run_1/layer_met2.png
(10 px per micron)
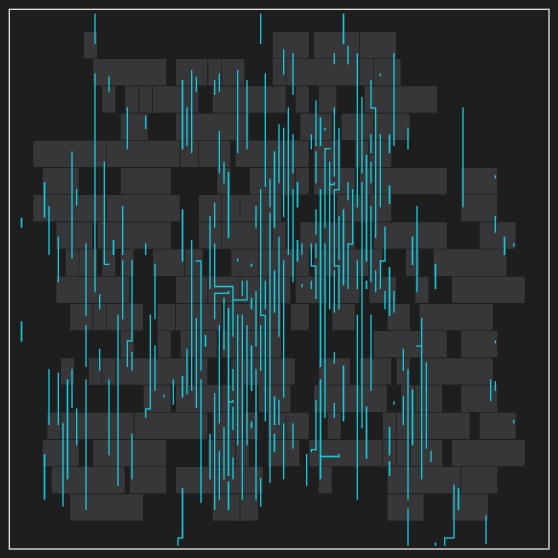
run_1/clk_routes.png
(10 px per micron)
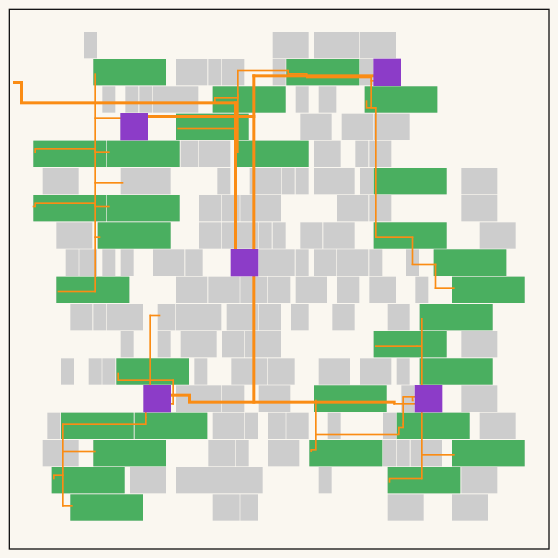
run_1/io_fan.png
(6 px per micron)
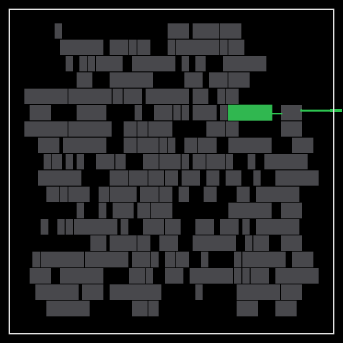
`config.mk`:
```
export PLATFORM = sky130hd
export DESIGN_NAME = line_timing_gen_flat
export DESIGN_NICKNAME = d
export VERILOG_FILES = /design/src/rtl/line_timing_gen_pkg.sv /design/src/rtl/line_timing_gen_if.sv /design/src/rtl/line_timing_gen_h_seg_counter.sv /design/src/rtl/line_timing_gen.sv /design/src/flat_wrapper.sv
export SDC_FILE = /design/constraint.sdc
export NUM_CORES = 1
export LEC_CHECK = 0
export CAP_MARGIN = 20
export CORE_MARGIN = 2
export CORE_UTILIZATION = 52
export CTS_CLUSTER_DIAMETER = 60
export DETAILED_ROUTE_END_ITERATION = 7
export HOLD_SLACK_MARGIN = 0.03
export PLACE_DENSITY = 0.76
export SETUP_SLACK_MARGIN = 0.3
export SKIP_CTS_REPAIR_TIMING = 1
export SLEW_MARGIN = 20
export SYNTH_ARGS = -nofsm -noshare
export SYNTH_HDL_FRONTEND = slang
export SYNTH_SLANG_ARGS = --single-unit
```
`constraint.sdc`:
```
create_clock -name clk -period 3 [get_ports clk]
set_clock_uncertainty 0.2 [all_clocks]
set_input_delay 0.6 -clock clk [delete_from_list [all_inputs] [get_ports clk]]
set_output_delay 0.6 -clock clk [all_outputs]
set_load 0.01 [all_outputs]
```
`src/rtl/line_timing_gen_pkg.sv`:
```
// Shared types and default timing constants for the horizontal line timing
// generator and its horizontal segment counter.
package line_timing_pkg;

    // Line-level state of the timing generator.
    typedef enum logic [2:0] {
        ST_IDLE,
        ST_ACTIVE,
        ST_FRONT,
        ST_SYNC,
        ST_BACK,
        ST_VBLANK
    } state_e;

    localparam int DEF_H_ACTIVE = 32;
    localparam int DEF_H_FRONT  = 4;
    localparam int DEF_H_SYNC   = 8;
    localparam int DEF_H_BACK   = 4;
    localparam int DEF_V_GAP    = 16;
    localparam int DEF_CNT_W    = 8;

    // Frame-length check: number of lines without endFrame that flags an error.
    localparam int LINE_CNT_W       = 6;
    localparam int FRAME_LINE_LIMIT = 33;

    // Total cycles of one line across all four horizontal segments.
    function automatic int h_total(input int h_active, input int h_front,
                                   input int h_sync, input int h_back);
        return h_active + h_front + h_sync + h_back;
    endfunction

endpackage

```
`src/rtl/line_timing_gen_if.sv`:
```
// Bus between the line timing generator (master) and the line/frame counter
// plus pixel pipeline that consume its timing (slave).
interface line_timing_gen_if import line_timing_pkg::*; #(
    parameter int CNT_W = DEF_CNT_W
);
    logic             enb;
    logic             endFrame;
    logic             newLine;
    logic             b5_enb;
    logic             hactive;
    logic             hsync;
    logic [CNT_W-1:0] pix_x;
    logic             frameStart;
    logic             frame_err;

    modport master (
        input  enb, endFrame,
        output newLine, b5_enb, hactive, hsync, pix_x, frameStart, frame_err
    );

    modport slave (
        output enb, endFrame,
        input  newLine, b5_enb, hactive, hsync, pix_x, frameStart, frame_err
    );
endinterface

```
`src/rtl/line_timing_gen_h_seg_counter.sv`:
```
// Horizontal position counter for one line. Counts while a line is running,
// wraps to 0 after the last line cycle and sits at 0 otherwise. Decodes the
// last cycle of each horizontal segment from the current count.
module h_seg_counter import line_timing_pkg::*; #(
    parameter int CNT_W    = DEF_CNT_W,
    parameter int H_ACTIVE = DEF_H_ACTIVE,
    parameter int H_FRONT  = DEF_H_FRONT,
    parameter int H_SYNC   = DEF_H_SYNC,
    parameter int H_BACK   = DEF_H_BACK
) (
    input  logic             clk,
    input  logic             rst,
    input  logic             run,
    output logic [CNT_W-1:0] cnt_next,
    output logic             is_last_active,
    output logic             is_last_front,
    output logic             is_last_sync,
    output logic             is_line_end
);
    localparam int H_TOTAL = h_total(H_ACTIVE, H_FRONT, H_SYNC, H_BACK);

    localparam logic [CNT_W-1:0] LAST_ACTIVE = CNT_W'(H_ACTIVE - 1);
    localparam logic [CNT_W-1:0] LAST_FRONT  = CNT_W'(H_ACTIVE + H_FRONT - 1);
    localparam logic [CNT_W-1:0] LAST_SYNC   = CNT_W'(H_ACTIVE + H_FRONT + H_SYNC - 1);
    localparam logic [CNT_W-1:0] LINE_END    = CNT_W'(H_TOTAL - 1);

    logic [CNT_W-1:0] h_cnt_q;
    logic [CNT_W-1:0] h_cnt_d;

    // Segment boundary decode on the current count.
    always_comb begin
        is_last_active = (h_cnt_q == LAST_ACTIVE);
        is_last_front  = (h_cnt_q == LAST_FRONT);
        is_last_sync   = (h_cnt_q == LAST_SYNC);
        is_line_end    = (h_cnt_q == LINE_END);
    end

    // Advance within a running line, wrap at line end, park at 0 when idle.
    always_comb begin
        h_cnt_d = '0;
        if (run && !is_line_end) begin
            h_cnt_d = h_cnt_q + 1'b1;
        end
    end

    // Count register.
    always_ff @(posedge clk) begin
        if (rst) begin
            h_cnt_q <= '0;
        end else begin
            h_cnt_q <= h_cnt_d;
        end
    end

    assign cnt_next = h_cnt_d;

endmodule

```
`src/rtl/line_timing_gen.sv`:
```
// Horizontal timing generator: active/front/sync/back segments per line,
// newLine pulse on the last line cycle, vertical blanking after endFrame.
// All outputs are registered from the next state, so they line up with the
// state register. Optional frame-length check enabled by FRAME_LEN_CHK_EN.
module line_timing_gen import line_timing_pkg::*; #(
    parameter int H_ACTIVE = DEF_H_ACTIVE,
    parameter int H_FRONT  = DEF_H_FRONT,
    parameter int H_SYNC   = DEF_H_SYNC,
    parameter int H_BACK   = DEF_H_BACK,
    parameter int V_GAP    = DEF_V_GAP,
    parameter int CNT_W    = DEF_CNT_W
) (
    input  logic              clk,
    input  logic              rst,
    line_timing_gen_if.master bus
);
    localparam int               H_TOTAL  = h_total(H_ACTIVE, H_FRONT, H_SYNC, H_BACK);
    localparam logic [CNT_W-1:0] LINE_END = CNT_W'(H_TOTAL - 1);
    localparam int               V_W      = $clog2(V_GAP + 1);
    localparam logic [V_W-1:0]   V_LAST   = V_W'(V_GAP - 1);

    state_e           state_q, state_d;
    logic [V_W-1:0]   v_cnt_q, v_cnt_d;
    logic             end_pend_q, end_pend_d;
    logic             line_run;
    logic [CNT_W-1:0] h_cnt_next;
    logic             is_last_active, is_last_front, is_last_sync, is_line_end;

    logic             new_line_q, new_line_d;
    logic             b5_enb_q, b5_enb_d;
    logic             hactive_q, hactive_d;
    logic             hsync_q, hsync_d;
    logic [CNT_W-1:0] pix_x_q, pix_x_d;
    logic             frame_start_q, frame_start_d;
    logic             frame_err_q;

    assign line_run = (state_q == ST_ACTIVE) || (state_q == ST_FRONT) ||
                      (state_q == ST_SYNC)   || (state_q == ST_BACK);

    h_seg_counter #(
        .CNT_W    (CNT_W),
        .H_ACTIVE (H_ACTIVE),
        .H_FRONT  (H_FRONT),
        .H_SYNC   (H_SYNC),
        .H_BACK   (H_BACK)
    ) u_h_seg_counter (
        .clk            (clk),
        .rst            (rst),
        .run            (line_run),
        .cnt_next       (h_cnt_next),
        .is_last_active (is_last_active),
        .is_last_front  (is_last_front),
        .is_last_sync   (is_last_sync),
        .is_line_end    (is_line_end)
    );

    // State, blanking counter and pending end-of-frame registers.
    always_ff @(posedge clk) begin
        if (rst) begin
            state_q    <= ST_IDLE;
            v_cnt_q    <= '0;
            end_pend_q <= 1'b0;
        end else begin
            state_q    <= state_d;
            v_cnt_q    <= v_cnt_d;
            end_pend_q <= end_pend_d;
        end
    end

    // Next state: walk the segments; at line end an end-of-frame beats enb.
    always_comb begin
        state_d = state_q;
        case (state_q)
            ST_IDLE:   if (bus.enb) state_d = ST_ACTIVE;
            ST_ACTIVE: if (is_last_active) state_d = ST_FRONT;
            ST_FRONT:  if (is_last_front) state_d = ST_SYNC;
            ST_SYNC:   if (is_last_sync) state_d = ST_BACK;
            ST_BACK: begin
                if (is_line_end) begin
                    if (end_pend_q || bus.endFrame) state_d = ST_VBLANK;
                    else if (!bus.enb)              state_d = ST_IDLE;
                    else                            state_d = ST_ACTIVE;
                end
            end
            ST_VBLANK: begin
                if (v_cnt_q == V_LAST) state_d = bus.enb ? ST_ACTIVE : ST_IDLE;
            end
            default:   state_d = ST_IDLE;
        endcase
    end

    // Blanking length count and endFrame capture for the current line.
    always_comb begin
        v_cnt_d    = (state_q == ST_VBLANK) ? v_cnt_q + 1'b1 : '0;
        end_pend_d = 1'b0;
        if (line_run && !is_line_end) begin
            end_pend_d = end_pend_q | bus.endFrame;
        end
    end

    // Output decode from the next state and next horizontal position.
    always_comb begin
        hactive_d     = (state_d == ST_ACTIVE);
        pix_x_d       = hactive_d ? h_cnt_next : '0;
        hsync_d       = (state_d == ST_SYNC);
        new_line_d    = (state_d == ST_BACK) && (h_cnt_next == LINE_END);
        b5_enb_d      = (state_d == ST_ACTIVE) || (state_d == ST_FRONT) ||
                        (state_d == ST_SYNC)   || (state_d == ST_BACK);
        frame_start_d = (state_d == ST_ACTIVE) &&
                        ((state_q == ST_IDLE) || (state_q == ST_VBLANK));
    end

    // Output registers.
    always_ff @(posedge clk) begin
        if (rst) begin
            new_line_q    <= 1'b0;
            b5_enb_q      <= 1'b0;
            hactive_q     <= 1'b0;
            hsync_q       <= 1'b0;
            pix_x_q       <= '0;
            frame_start_q <= 1'b0;
        end else begin
            new_line_q    <= new_line_d;
            b5_enb_q      <= b5_enb_d;
            hactive_q     <= hactive_d;
            hsync_q       <= hsync_d;
            pix_x_q       <= pix_x_d;
            frame_start_q <= frame_start_d;
        end
    end

`ifdef FRAME_LEN_CHK_EN
    logic [LINE_CNT_W-1:0] line_cnt_q, line_cnt_d;
    logic                  frame_err_d;

    // Lines seen in this frame (saturating); a line past the limit that does
    // not close the frame latches the error.
    always_comb begin
        line_cnt_d  = line_cnt_q;
        frame_err_d = frame_err_q;
        if (frame_start_q) begin
            line_cnt_d = '0;
        end else if (new_line_q && (line_cnt_q != '1)) begin
            line_cnt_d = line_cnt_q + 1'b1;
        end
        if (new_line_q && (line_cnt_q >= LINE_CNT_W'(FRAME_LINE_LIMIT - 1)) &&
            !(end_pend_q || bus.endFrame)) begin
            frame_err_d = 1'b1;
        end
    end

    // Line count and sticky error registers.
    always_ff @(posedge clk) begin
        if (rst) begin
            line_cnt_q  <= '0;
            frame_err_q <= 1'b0;
        end else begin
            line_cnt_q  <= line_cnt_d;
            frame_err_q <= frame_err_d;
        end
    end
`else
    assign frame_err_q = 1'b0;
`endif

    assign bus.newLine    = new_line_q;
    assign bus.b5_enb     = b5_enb_q;
    assign bus.hactive    = hactive_q;
    assign bus.hsync      = hsync_q;
    assign bus.pix_x      = pix_x_q;
    assign bus.frameStart = frame_start_q;
    assign bus.frame_err  = frame_err_q;

endmodule
```
`src/flat_wrapper.sv`:
```
// flat-port wrapper written by rule: the top's interface ports become plain ports
module line_timing_gen_flat import line_timing_pkg::*;
#(
    parameter int H_ACTIVE = DEF_H_ACTIVE,
    parameter int H_FRONT  = DEF_H_FRONT,
    parameter int H_SYNC   = DEF_H_SYNC,
    parameter int H_BACK   = DEF_H_BACK,
    parameter int V_GAP    = DEF_V_GAP,
    parameter int CNT_W    = DEF_CNT_W
)
  (clk, rst, bus_enb, bus_endFrame, bus_newLine, bus_b5_enb, bus_hactive, bus_hsync, bus_pix_x, bus_frameStart, bus_frame_err);
  line_timing_gen_if #(.CNT_W(CNT_W)) bus_i ();
  input  logic clk;
  input  logic rst;
  input wire logic [$bits(bus_i.enb)-1:0] bus_enb;
  input wire logic [$bits(bus_i.endFrame)-1:0] bus_endFrame;
  output wire logic [$bits(bus_i.newLine)-1:0] bus_newLine;
  output wire logic [$bits(bus_i.b5_enb)-1:0] bus_b5_enb;
  output wire logic [$bits(bus_i.hactive)-1:0] bus_hactive;
  output wire logic [$bits(bus_i.hsync)-1:0] bus_hsync;
  output wire logic [$bits(bus_i.pix_x)-1:0] bus_pix_x;
  output wire logic [$bits(bus_i.frameStart)-1:0] bus_frameStart;
  output wire logic [$bits(bus_i.frame_err)-1:0] bus_frame_err;
  assign bus_i.enb = bus_enb;
  assign bus_i.endFrame = bus_endFrame;
  assign bus_newLine = bus_i.newLine;
  assign bus_b5_enb = bus_i.b5_enb;
  assign bus_hactive = bus_i.hactive;
  assign bus_hsync = bus_i.hsync;
  assign bus_pix_x = bus_i.pix_x;
  assign bus_frameStart = bus_i.frameStart;
  assign bus_frame_err = bus_i.frame_err;
  line_timing_gen #(.H_ACTIVE(H_ACTIVE), .H_FRONT(H_FRONT), .H_SYNC(H_SYNC), .H_BACK(H_BACK), .V_GAP(V_GAP), .CNT_W(CNT_W)) u_core (.clk(clk), .rst(rst), .bus(bus_i));
endmodule
```
==> notes.md, run 1 <==
impl run done, here's what came out: die width=53.8 microns, largest net degree at the start of global routing=11, Setup Total Neg Slack=0 ns, Leading cell kind=multi-input combinational cells, hold_sp=u_core.v_cnt_q[0], hold worst-path end=u_core.v_cnt_q[0], Crit. End Element=flop, internal power=540 uW, DR iter-0 viols=19, post-synth net total=144, initial core utilization=0.536, FF-to-FF End=u_core.bus.newLine, yosys cell count=136, flop share of the area=0.398, post-layout min period=2.34 ns, vias per cell=5.34, CTS Root Cell=clkbuf_4, most numerous logic cell after layout=dfxtp_1, Filler Cell Count=213, combinational gate area=628 sq um, buffer share of cell area=0.106, top cells, area=dfxtp_1 (47%), nor2_1 (7.8%), xnor2_1 (4.1%), maxcap violations=0, synth warn=0, critical path data arrival time=2.42 ns, non-filler cells, final=184, global route total overflow=0, FP Rows=18, hold path depth=1, Max-area cell share=0.465, run status=finished, final reports clean, core area=2410 sq um, Net Sw Power=160 uW, Comb/total area=0.416, Mapped Cells=136, Final Max Slew Viols=0, Placed Cells=176, DRC errors left=0, die height=53.8 microns, main flop type=dfxtp_1, gp weighted congestion=0.935, HP Class=flop to flop, static power due to leakage=0.000550 uW, critical path fanouts, max=9, Pwr Density=464 nW/um^2, crit start category=flop, TritonCTS clock tree=yes, VDD IR max=0.301 mV, count leader, synth=dfxtp_1, vias in the first global route=905, CP startpoint=u_core.u_h_seg_counter.h_cnt_q[0], Sink Count=30, register share after synthesis=0.465, distinct lib cells=45, crit path to=u_core.bus.newLine, initial antenna violation count=0, cell taking the most area after synthesis=dfxtp_1, flop count=30, Async SR Flop Fraction=0, Critical Path Slowest Stage Cell=or3_1, # IOs=18, Layout area overhead=16.9%, Signal buffers=16, highest clock rate=427 MHz, clk cell area share=0.0398, Total Nets Final=161, Critical R2R Launch=u_core.u_h_seg_counter.h_cnt_q[0], type of the worst setup path=flop to flop, Sw Ratio=0.228, Worst-Margin Slew=0.622 ns, WL/cell=13.1 microns, layout cell share with drive strength beyond 1=0.123, yosys stat area=1290 sq um, RSZ-0062 raised after global routing=false, Total Die Area=2900 sq um, # clk buffers=7, inverter count=6, Port Buffers=16, total iterations of the first detailed-routing run=4, cells along the critical path=ha_1 -> and3_1 -> and2_2 -> or3_1 -> nor4bb_1 -> and4_1, synthesized area per cell=9.49 sq um, reg2reg path depth=6, endpoints failing setup=0
## Picture notes: layer_met2.png
The longest straight run is 26.9 microns. The wires run mostly vertical. 134 nets have wire on it. The layer carries 1100 microns of wire. The layer holds 46% of the routed length.
total wire length: 2410 microns
DR vias: 982

## Picture notes: clk_routes.png
Key: clock drivers = purple [count 5]; flip-flops = green [count 30]; clock wires = orange [length 332 microns]
There are 6 routed clock nets. Position of the flops: spread over the die.
Clock power frac: 0.348
Worst-Skew Late Latency: 0.33 ns
Clk. pwr: 244 uW

## Picture notes: io_fan.png
Key: bus_hsync = green [direction output, edge right, end cells 1, wire 7.60 microns]

run 1: critical path: cells and delay by family, from the launching register on:
family	cells	cell delay [ns]
adders and majority gates	1	0.24
DFF	1	0.39
and+or+nand+nor	5	1.44
run 1: stage by stage:
step,utilization,setup slack [ns],total power [uW],hold WS (ns),area [sq um]
after global routing,0.626,0.499,732,0.266,1510
after global placement,0.601,0.533,464,0.230,1450
after detailed placement,0.601,0.474,465,0.238,1450
final,0.626,0.658,700,0.254,1510
after CTS,0.626,0.660,708,0.258,1510
after floorplan,-,0.880,448,0.218,1290
run 1: layer usage:
metal	track usage	routed length, microns
met5	0	0
met1	0.244	1120
met2	0.301	1100
met4	0.103	63
met3	0.0861	121
run 1: registers in the layout, indices dropped and copies added (netlist names):
register,count
u_core.end_pend_q,1
u_core.v_cnt_q,5
u_core.bus.frameStart,1
u_core.bus.newLine,1
u_core.state_q,3
u_core.bus.b5_enb,1
u_core.bus.hsync,1
u_core.bus.hactive,1
u_core.u_h_seg_counter.h_cnt_q,8
u_core.bus.pix_x,8
run 1: logic make-up (layout without fill, tap and decap cells):
logic type / count (synthesis) / after routing / share of synthesized area
XOR/XNOR: 9 / 9 / 0.0610
other: 1 / 1 / 0.00290
AND-OR/OR-AND: 17 / 17 / 0.104
flip-flops: 30 / 30 / 0.465
buffers and inverters: 12 / 30 / 0.0484
adder cells (fa/ha/maj): 4 / 4 / 0.0388
AND/OR/NAND/NOR: 63 / 63 / 0.280
run 1: power groups by stage:
stage / combinational, uW / sequential [uW] / clock (uW)
global route: 49.1 / 413 / 270
detailed placement: 44.7 / 421 / 0
floorplan: 28.9 / 419 / 0
CTS: 44.8 / 411 / 252
finish: 44.6 / 411 / 244
global placement: 43.6 / 420 / 0
run_1/placement_by_type.png
(6 px per micron) Fill, decap, tap and diode cells in gray.
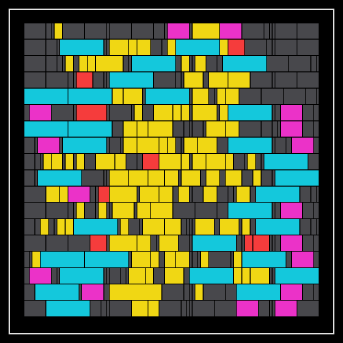

## Run 2: what changed since run 1
Clock period 3 ns to 2.2 ns, I/O delays scaled along.
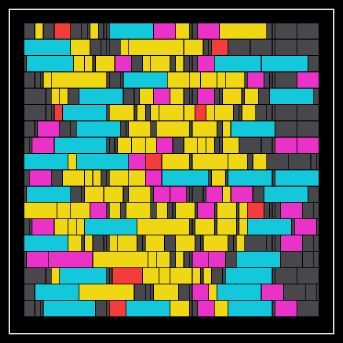
run_2/placement_by_type.png
(6 px per micron) Fill, decap, tap and diode cells in gray.
Key: clock drivers and dummy loads = red [cells 8, share of their area 3.4%]; combinational and other logic = yellow [cells 100, share of their area 44%]; remaining buffers and delay cells = magenta [cells 34, share of their area 17%]; sequential cells = cyan [cells 30, share of their area 35%]

==> run 2 against run 1 <==
Compared with the run above:
- largest cell class unchanged
- cell count grew 9.8%
- combinational power grew 120%
- critical path type unchanged
- first-iteration DRC count grew 100%
==> notes.md, run 2 <==
impl run done, here's what came out: Final Max Slew Viols=0 (unchanged), synthesized area per cell=9.49 sq um (unchanged), comb area leader=simple AND/OR/NAND/NOR gates, VDD IR max=0.524 mV (+74%), run status=finished, final reports clean, post-synth net total=144 (unchanged), total wire length=2800 microns (+16%), static power due to leakage=0.000671 uW (+22%), Total Die Area=2900 sq um (unchanged), post-layout min period=2.01 ns (-0.331 ns), tap cells=30, Async SR Flop Fraction=0 (unchanged), die height=53.8 microns (unchanged), cell taking the most area after synthesis=dfxtp_1, aoi/oai-family share of the synthesized area=0.104 (unchanged), top cells, area=dfxtp_1 (47%), nor2_1 (7.8%), xnor2_1 (4.1%), global route total overflow=0 (unchanged), most numerous logic cell after layout=nor2_1, flop share of the area=0.345 (-0.0529), Sink Count=30 (unchanged), main flop type=dfxtp_1, CTS Root Cell=clkbuf_4, combinational gate count=94, highest clock rate=497 MHz (+16%), distinct lib cells=45 (unchanged), Mapped Cells=136 (unchanged), largest net degree at the start of global routing=10 (-1), maxcap violations=0 (unchanged), combinational gate area=757 sq um (+21%), endpoints failing setup=0 (unchanged), xor+xnor area frac=0.0610 (unchanged), # clk buffers=7 (unchanged), Hold Worst Slack=0.241 ns (-0.0136 ns), FP Rows=18 (unchanged), vias in the first global route=930 (+2.8%), Max-area cell share=0.465 (unchanged), crit start category=flop, cells along the critical path=ha_4 -> and3_4 -> and2_4 -> or3_4 -> nor4bb_4 -> and4_1, Top delay family on crit path=simple AND/OR/NAND/NOR gates, Critical Path Slowest Stage Cell=or3_4, die width=53.8 microns (unchanged), vias per cell=5.37 (+0.64%), Signal buffers=34 (+18), Worst-Skew Late Latency=0.33 ns (about the same), layout cell share with drive strength beyond 1=0.384 (+0.260), DRC errors left=0 (unchanged), Pwr Density=546 nW/um^2 (+18%), yosys stat area=1290 sq um (unchanged), gp weighted congestion=0.925 (-1.1%), initial core utilization=0.536 (unchanged), critical path fanouts, max=4 (-5), CP required=2.28 ns, synth warn=0 (unchanged), buffer share of cell area=0.170 (+0.0640), RSZ-0062 raised after global routing=true, total iterations of the first detailed-routing run=4 (unchanged), HP Class=flop to flop, critical path data arrival time=2.09 ns (-0.33 ns), WL/cell=13.9 microns (+6.1%), first-pass GRT wire length=4030 microns, Total Nets Final=179 (+11%), mux frac, synth=0 (unchanged), Leading cell kind=multi-input combinational cells, DR iter-0 viols=38 (+19), clk cell area share=0.0332 (-0.00661), DR vias=1085 (+10%), register share after synthesis=0.465 (unchanged), Crit. End Element=flop, Simple-Gate Area Share=0.280 (unchanged), CTS clk-pin slew, worst paths=0.09 ns, CP Buf/Inv Count=0 (unchanged), Setup Total Neg Slack=0 ns (unchanged), inverter count=6 (unchanged), initial antenna violation count=0 (unchanged), flop count=30 (unchanged), count leader, synth=dfxtp_1, type of the worst setup path=flop to flop, Filler Cell Count=161 (-24%), TritonCTS clock tree=yes, Layout area overhead=40.1%, Adders+Majority by Area=0.0388 (unchanged), core area=2410 sq um (unchanged), Comb/total area=0.418 (+0.00214), final design utilization=0.751 (+0.125), yosys cell count=136 (unchanged)
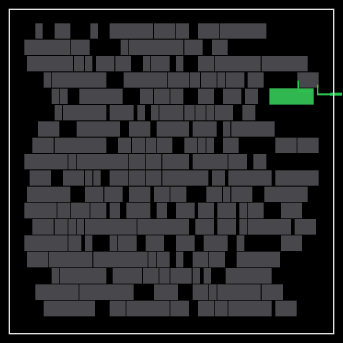
run_2/io_fan.png
(6 px per micron)
Key: bus_hsync = green [direction output, edge right, end cells 1, wire 7.70 microns]
# IOs: 18
Port Buffers: 16

[run 2: cell counts after synthesis]
No cell type changed its count.
[run 2: cells by family after synthesis]
kind of cell	Yosys count
compound gates	17
xor+xnor	9
fa+ha+maj	4
buf+inv	12
flops	30
other cells	1
simple gates	63
[run 2: per-layer routing]
| metal | wire length (microns) | global-route usage |
|---|---|---|
| met5 | 0 | 0 |
| met1 | 1200 | 0.253 |
| met4 | 58 | 0.115 |
| met3 | 152 | 0.0806 |
| met2 | 1390 | 0.299 |
[run 2: path summary, 6_finish.rpt]
| path | startpoint | endpoint | slack (ns) | cells after the start |
|---|---|---|---|---|
| worst min-delay path | u_core.v_cnt_q[0] | u_core.v_cnt_q[0] | 0.24 | 1 |
| worst max register to register | u_core.u_h_seg_counter.h_cnt_q[0] | u_core.bus.newLine | 0.19 | 6 |
| worst min register to register | u_core.v_cnt_q[0] | u_core.v_cnt_q[0] | 0.24 | 1 |
| worst max-delay path | u_core.u_h_seg_counter.h_cnt_q[0] | u_core.bus.newLine | 0.19 | 6 |
[run 2: metrics by stage]
| step | power (uW) | std cells | setup slack, ns | area (sq um) |
|---|---|---|---|---|
| 2_1_floorplan | 613 | 136 | 0.252 | 1330 |
| 3_3_place_gp | 648 | 184 | 0.0613 | 1540 |
| 3_5_place_dp | 648 | 184 | 0.0431 | 1540 |
| 4_1_cts | 990 | 192 | 0.0992 | 1600 |
| 5_1_grt | 1030 | 202 | 0.0890 | 1810 |
| 6_report | 988 | 202 | 0.189 | 1810 |
[run 2: power breakdown]
group          total, uW  switching (uW)  internal [uW]
clock                337             183            155
combinational       97.0            45.5           51.5
sequential           554            5.91            548
total                988             234            754
run_2/layer_met2.png
(10 px per micron)
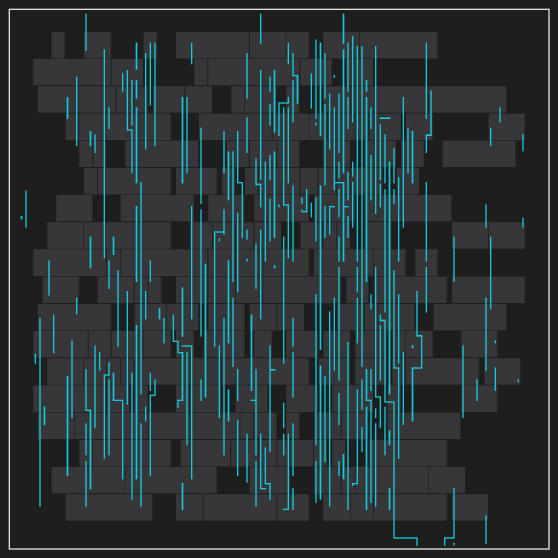

## Run 3: what changed since run 2
Settings changed: ABC_AREA from default to 1, CELL_PAD_IN_SITES_DETAIL_PLACEMENT from default to 1, CELL_PAD_IN_SITES_GLOBAL_PLACEMENT from default to 1, CORE_UTILIZATION 52 to 39, PLACE_DENSITY 0.76 to default, PLACE_DENSITY_LB_ADDON from default to 0.1.
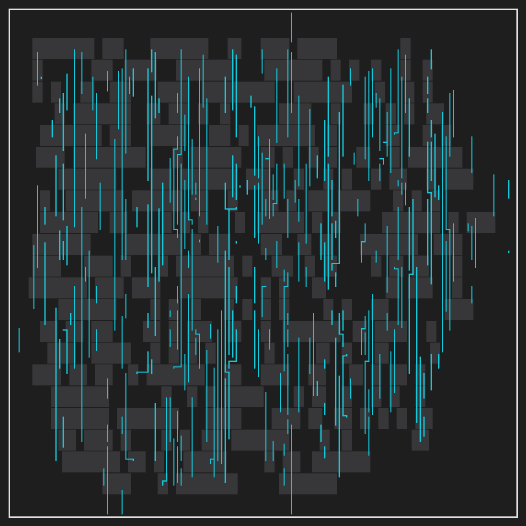
run_3/layer_met2.png
(8 px per micron)
The longest straight run is 29.9 microns. 198 nets have wire on it. The layer carries 1710 microns of wire.

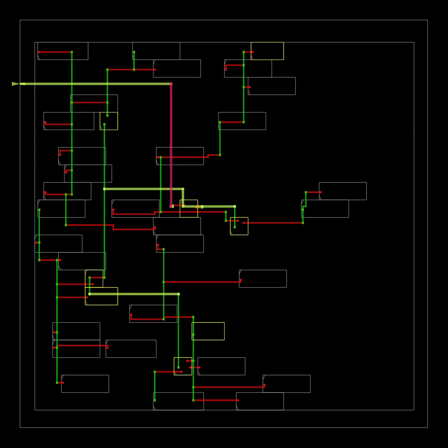
run_3/clocks.png
cts bufs inserted: 5
Sink Count: 30
# clk buffers: 8
Clk. pwr: 414 uW
flop count: 30

==> run 3 against run 2 <==
Compared with the run above:
- sequential share of layout area decreased by 0.78 points
- synthesized cell count is 38% higher
- first-iteration DRC count is 21% lower
- non-clock buffer count shrank 12
- combinational power fell by 11%
- critical path type unchanged
- area after synthesis increased by 6.2%
- via count rose by 13%
- sequential power is 0.7% higher
==> notes.md, run 3 <==
impl run done, here's what came out: run status=finished, final reports clean, cell taking the most area after synthesis=dfxtp_1, die width=63.3 microns (+18%), total wire length=3580 microns (+28%), synth warn=0 (unchanged), CTS Root Cell=clkbuf_4, main flop type=dfxtp_1, initial antenna violation count=0 (unchanged), post-layout min period=1.95 ns (-0.0599 ns), combinational gate area=726 sq um (-4.1%), Async SR Flop Fraction=0 (unchanged), hold path depth=2 (+1), layout cell share with drive strength beyond 1=0.255 (-0.129), largest net degree at the start of global routing=11 (+1), type of the worst setup path=flop to flop, DR iter-0 viols=30 (-21%), Layout area overhead=30.9%, CTS clk-pin slew, worst paths=0.09 ns (about the same), crit path to=u_core.bus.pix_x[5], internal reg-to-reg setup slack=0.25 ns (+0.06 ns), WL/cell=13.7 microns (-1.6%), CP required=2.26 ns (-0.02 ns), # IOs=18 (unchanged), critical path data arrival time=2.01 ns (-0.08 ns), register share after synthesis=0.438 (-0.0272), reg2reg path depth=12 (+6), DR vias=1221 (+13%), hold_sp=u_core.v_cnt_q[0], Max-area cell share=0.438 (-0.0272), FP Rows=21 (+3), vias per cell=4.66 (-13%), first-pass GRT wire length=5640 microns (+40%), TritonCTS clock tree=yes, endpoints failing setup=0 (unchanged), crit start category=flop, VDD IR max=0.347 mV (-34%), Total Nets Final=223 (+25%), sequential group share of total power=0.527 (-0.034), Sw Ratio=0.238 (+0.00154), Total Die Area=4010 sq um (+38%), FF-to-FF End=u_core.bus.pix_x[5], synthesized area per cell=7.33 sq um (-23%), Clock power frac=0.391 (+0.050), yosys cell count=187 (+38%), Comb power=86.8 uW (-11%), Top power group=sequential cells, wire length on met1=1680 microns (+40%), Port Buffers=16 (unchanged), P_seq=558 uW (+0.7%), most numerous logic cell after layout=nand2_1, hold worst-path end=u_core.v_cnt_q[0], die height=63.3 microns (+18%), Top Metal Used=met4, met2 wire len=1710 microns (+22%), top cells, area=dfxtp_1 (44%), nand2_1 (9.6%), nor2_1 (9.0%), internal power=806 uW (+7.0%), gp weighted congestion=0.779 (-16%), Setup Total Neg Slack=0 ns (unchanged), Final Max Slew Viols=0 (unchanged), maxcap violations=0 (unchanged), distinct lib cells=25 (-44%), RSZ-0062 raised after global routing=true, HP Class=flop to flop, Detail Route met3 WL=158 microns (+3.9%), CP startpoint=u_core.v_cnt_q[1], static power due to leakage=0.000749 uW (+12%), highest clock rate=513 MHz (+3.1%), DRC errors left=0 (unchanged), Filler Cell Count=450 (+180%), post-synth net total=195 (+35%)
[run 3: netlist changes by cell type after synthesis, sizes merged, moves of 4 or more]
cell   delta
nand2    +33
inv      +26
nor2     +21
nand3     +8
o21ai     +5
xnor2     -5
nand4     +4
[run 3: through the flow]
stage	setup slack [ns]	total power, uW	util	hold slack, ns
finish	0.249	1060	0.534	0.336
global route	0.111	1110	0.534	0.353
CTS	0.159	1060	0.495	0.258
detailed placement	0.0943	649	0.471	0.244
global placement	0.173	647	0.471	0.228
floorplan	0.417	617	-	0.218
[run 3: per-layer routing]
metal | GRT usage | vias to the layer above
met4 | 0.0815 | 0
met2 | 0.283 | 23
li1 | - | 630
met3 | 0.0464 | 4
met5 | 0 | -
met1 | 0.229 | 564
[run 3: cell type report]
| type | count | area share |
|---|---|---|
| well taps | 46 | 0.0321 |
| clock buffers | 8 | 0.0439 |
| multi-input cells | 124 | 0.404 |
| repair buffers | 22 | 0.116 |
| flip-flops and latches | 30 | 0.337 |
| inverters | 32 | 0.0669 |
[run 3: logic make-up (layout without fill, tap and decap cells)]
group | count (synthesis) | count (layout) | share of synthesized area
compound gates | 12 | 12 | 0.0611
xor+xnor | 1 | 1 | 0.00639
fa+ha+maj | 4 | 4 | 0.0365
buf+inv | 34 | 62 | 0.0958
flops | 30 | 30 | 0.438
other cells | 1 | 1 | 0.00273
simple gates | 105 | 106 | 0.359
[run 3: critical path: stages, from the launching register on]
cell     delay [ns]
dfxtp_2        0.36
ha_4           0.15
nand2_4        0.05
nor2_4         0.12
ha_4           0.15
nand2_1        0.05
o21ai_1        0.07
nand2_1        0.07
nand2_2        0.09
nor2_4         0.05
a21oi_4        0.22
nand3_4        0.16
nor2_2         0.13
Power figures rest on the tool's default switching activity, not on a simulated workload.
